sizing.png
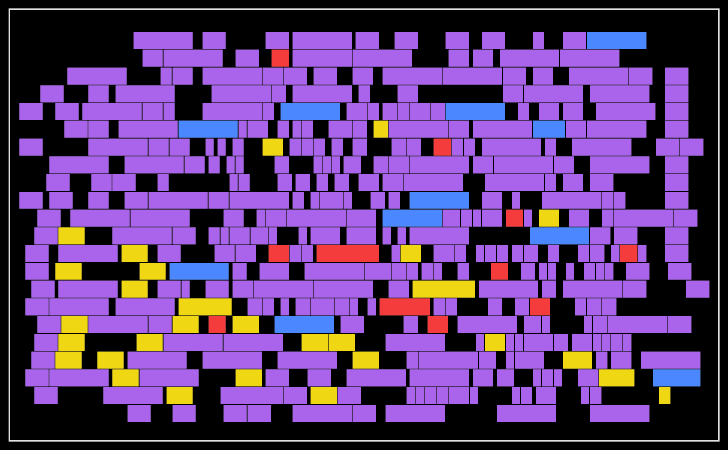
util_map.png
Scale bar: 20 microns. 11 x 7 tiles, from dark blue (low) to red (high), 0 to 100% covered.
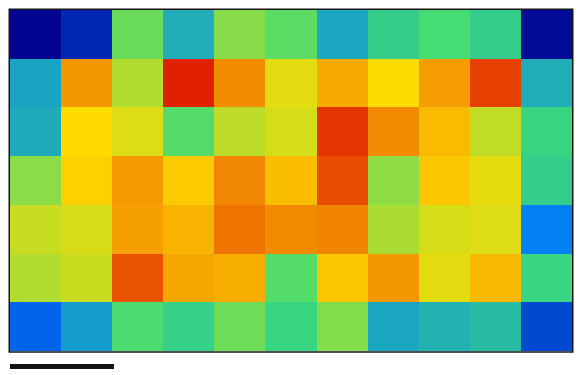
m2.png
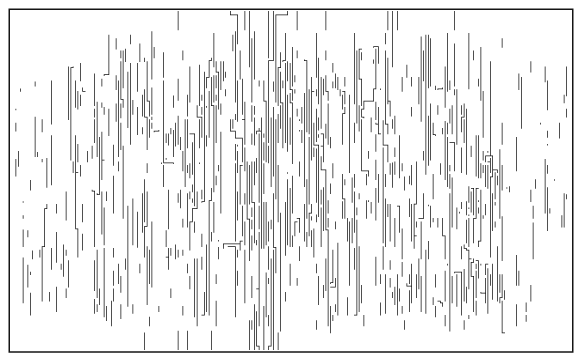
==> config.mk <==
export PLATFORM = sky130hd
export DESIGN_NAME = jtag_scan_scheduler
export DESIGN_NICKNAME = d
export VERILOG_FILES = /design/src/rtl/jtag_pkg.sv /design/src/rtl/jtag_scan_timer.sv /design/src/rtl/jtag_scan_scheduler.sv
export SDC_FILE = /design/constraint.sdc
export NUM_CORES = 1
export LEC_CHECK = 0
export CAP_MARGIN = 15
export CORE_ASPECT_RATIO = 0.6
export CORE_UTILIZATION = 52
export DETAILED_ROUTE_END_ITERATION = 6
export PLACE_DENSITY = 0.77
export SYNTH_ARGS = -nofsm -noshare
export SYNTH_HDL_FRONTEND = slang
export SYNTH_SLANG_ARGS = --single-unit
==> constraint.sdc <==
create_clock -name tck -period 2.5 [get_ports tck]
set_input_delay 0.5 -clock tck [delete_from_list [all_inputs] [get_ports tck]]
set_output_delay 0.5 -clock tck [all_outputs]
set_load 0.005 [all_outputs]
==> results_dict.tcl <==
# collected from the flow reports
set metrics [dict create \
    vias_per_cell 5.960 \
    htree_num_levels 3 \
    syn_inst 321 \
    io_pins 67 \
    rows 22 \
    grt.overflow.total 0 \
    start_kind "flop" \
    final_max_slew_viol_count 0 \
    logic_area_sq_mm 0.001599 \
    synth-simple-area-share_pct 13.87 \
    synth.distinct_cells 52 \
    dr.pass1.iters 5 \
    async_reset_ff_share_pct 100.0 \
    openroad.warnings 30 \
    p_sw_w 0.001568 \
    final_cell_mix "dfrtp_1, clkdlybuf4s50_1, o21ai_0, a22o_1, nor2_1" \
    dp_hpwl_microns 5828 \
    crit_type "reg2out" \
    ff2ff_setup_slack_ps 190 \
    syn_nets 350 \
    dp_cells 458 \
    cts_buffer_depth 2 \
    avgSynthCellArea_sq_um 11.02 \
    clockRootBuffer "clkbuf_16" \
    powerDensity_mw_per_mm2 986.9 \
    drt_iter0_drc 202 \
    antenna_left 0 \
    hold_violations 0 \
    combPwrFrac_pct 33.5 \
    drc 0 \
    cap_violations 0 \
    fmax_mhz 432.0 \
    fillers 474 \
    drive_above_1_share_pct 13.08 \
    power.leakage_nw 1.932 \
    max_slew.worst_pin.slew_ps 557.4 \
    tns_ps 0 \
    die_y_microns 65.88 \
    relSlewSlack_pct 62.76 \
    clockPowerShare_pct 26.7 \
    synthMuxAreaShare_pct 8.563 \
    clock_skew_ps 8.620 \
    yosysWarnings 0 \
    hold_path_class "in2async" \
    numCtsBuffers 9 \
    flop_cell "dfrtp_1" \
    mostFrequentLayoutCell "dfrtp_1" \
    nets 414 \
    insertion_delay_ps 330 \
    fin_cells 474 \
    max-vdd-ir-drop_mv 0.4717 \
    ff_latch_area_sq_mm 0.001828 \
    ys.flops 73 \
    ys_seq_share_pct 51.66 \
    reg2regPathDepth 5 \
    swShare_pct 34.90 \
    routedWlPerCell_microns 17.78 \
    cts_tree "yes" \
    die-area_sq_mm 0.007144 \
    place_congestion 0.7646 \
    cp-end-kind "output pin" \
    status "finished, final reports clean" \
    grt_pass1_wl_microns 14410 \
    portBuffers 66 \
    rsz0062_at_grt "no" \
    intPower_w 0.002925 \
    finalClockPeriodUsage_pct 92.59 \
    diodes 0 \
    pre_cts_slack_ps 285.5 \
    aoi_share_pct 18.75 \
    finalSetupViolations 0 \
    yosysChipArea_sq_mm 0.003536 \
    track_usage_pct 27.26 \
    synthAdderAreaFrac_pct 2.123 \
    syn2layout_area_growth_pct 28.73 \
    edf_count 0 \
    clk_pin_slew_worst_paths_ps 60 \
    cp_max_fo 15 \
    cts_num_sinks 73 \
    fp.dieW_microns 108.5 \
    synthXorXnorAreaFrac_pct 1.734 \
    period_minus_slack_ps 2315 \
    antenna_found_initial 0 \
    cp.arrival_ps 1810 \
    seqPwrFrac_pct 39.8 \
    required_ps 2000 \
    grt_max_degree 74 \
    ys_cells 321 \
    ys_top_logic_family "AND-OR/OR-AND gates" \
    grt_pass1_vias 2774 \
    syn_area_sq_mm 0.003536 \
]
Back to the opening pictures, sizing.png:
color	size	cells	share	most used
blue	x6 and larger	11	2.8%	clkbuf_16
purple	x1 and smaller	339	87%	dfrtp_1
yellow	x2	29	7.4%	mux2_2
red	x3 and x4	11	2.8%	buf_4
Final Cell Area: 0.004552 sq mm
setup ws final: 185.3 ps

Back to the opening pictures, util_map.png:
mean over tiles	62%
nearly empty tiles	1.3%
tiles over 75% full	36%
densest ninth of the die	center
fp_density: 55.85%
Core ar.: 0.006331 sq mm
fin util: 71.90%

Back to the opening pictures, m2.png:
longest straight run	26.9 microns
share of all routed wire	41%
nets with wire on the layer	360
main direction	vertical
wire length on this layer	3,480 microns
GR Layer Usage met2: 37.42%
total wire length: 8426 microns
vias: 2,825

## cell type report
class | count | share of cell area (%)
multi-input combinational | 222 | 35.13
clock buffer | 11 | 5.333
sequential | 73 | 40.16
clock inverter | 5 | 0.9071
inverter | 8 | 0.6597
timing repair buffer | 71 | 15.50
tap | 84 | 2.309
## per-layer routing
layer / part of all wire, % / global-route usage (%) / up-vias
li1: - / - / 1303
met1: 51 / 41.68 / 1398
met2: 41 / 37.42 / 120
met3: 7.7 / 8.079 / 4
met4: 0.40 / 6.588 / 0
met5: 0 / 0 / -
## per-stage QoR
step                cell area (sq um)  power, W  utilization [%]  hold slack, ps
floorplan                        3536  0.002828                -           204.4
global placement                 4264  0.003231            67.35           480.1
detailed placement               4264  0.003280            67.35           473.6
CTS                              4548  0.004498            71.84           202.0
global route                     4552  0.004813            71.90           213.1
finish                           4552  0.004492            71.90           180.7
## synth_stat cells, types with 2 or more instances
library cell  number  area [sq um]
o21ai_1            2         10.01
dfrtp_1           73          1827
nor2_1            23         86.33
nor2b_1            3         18.77
nor3_1             4         20.02
nand4_1            2         12.51
xor2_1             3         26.28
a22o_1            26         227.7
xnor2_1            4         35.03
inv_1              8         30.03
nand2_1           19         71.32
nand3_1            7         35.03
o2bb2ai_1          8         70.07
buf_2              9         45.04
or3_1              3         18.77
and3_1             5         31.28
o32ai_1            2         17.52
o21ai_0           26         130.1
o31ai_1            2         15.01
ha_1               6         75.07
a21oi_1           16         80.08
o22ai_1            2         12.51
clkbuf_1           8         30.03
mux2_2            19         214.0
and2_1            11         68.82
mux2i_1            4         40.04
## worst max-delay path: stages (launching register included)
cell	delay [ps]
dfrtp_1	530
nor2b_2	240
nor2b_1	220
inv_1	60
clkdlybuf4s50_1	440
## logic make-up (layout without fill, tap and decap cells)
kind of cell | after synthesis | after routing
adder cells (fa/ha/maj) | 6 | 6
flip-flops | 73 | 73
XOR/XNOR | 7 | 7
multiplexers | 25 | 25
AND/OR/NAND/NOR | 92 | 92
buffers and inverters | 26 | 95
AND-OR/OR-AND | 92 | 92
## power by group through the flow
stage	logic, W	clock network, W	registers (W)
3_5_place_dp	0.00149	0	0.00179
3_3_place_gp	0.00145	0	0.00178
4_1_cts	0.00150	0.00122	0.00178
2_1_floorplan	0.00117	0	0.00166
6_report	0.00151	0.00120	0.00179
5_1_grt	0.00169	0.00128	0.00184
## repair_timing
| item | 4_1_cts | 5_1_grt |
|---|---|---|
| gates resized | 0 | 2 |
| setup buffers | 0 | 0 |
| endpoints found under the setup margin | 0 | 1 |
| hold buffers | 0 | 0 |
Power and IR drop assume default switching activity.
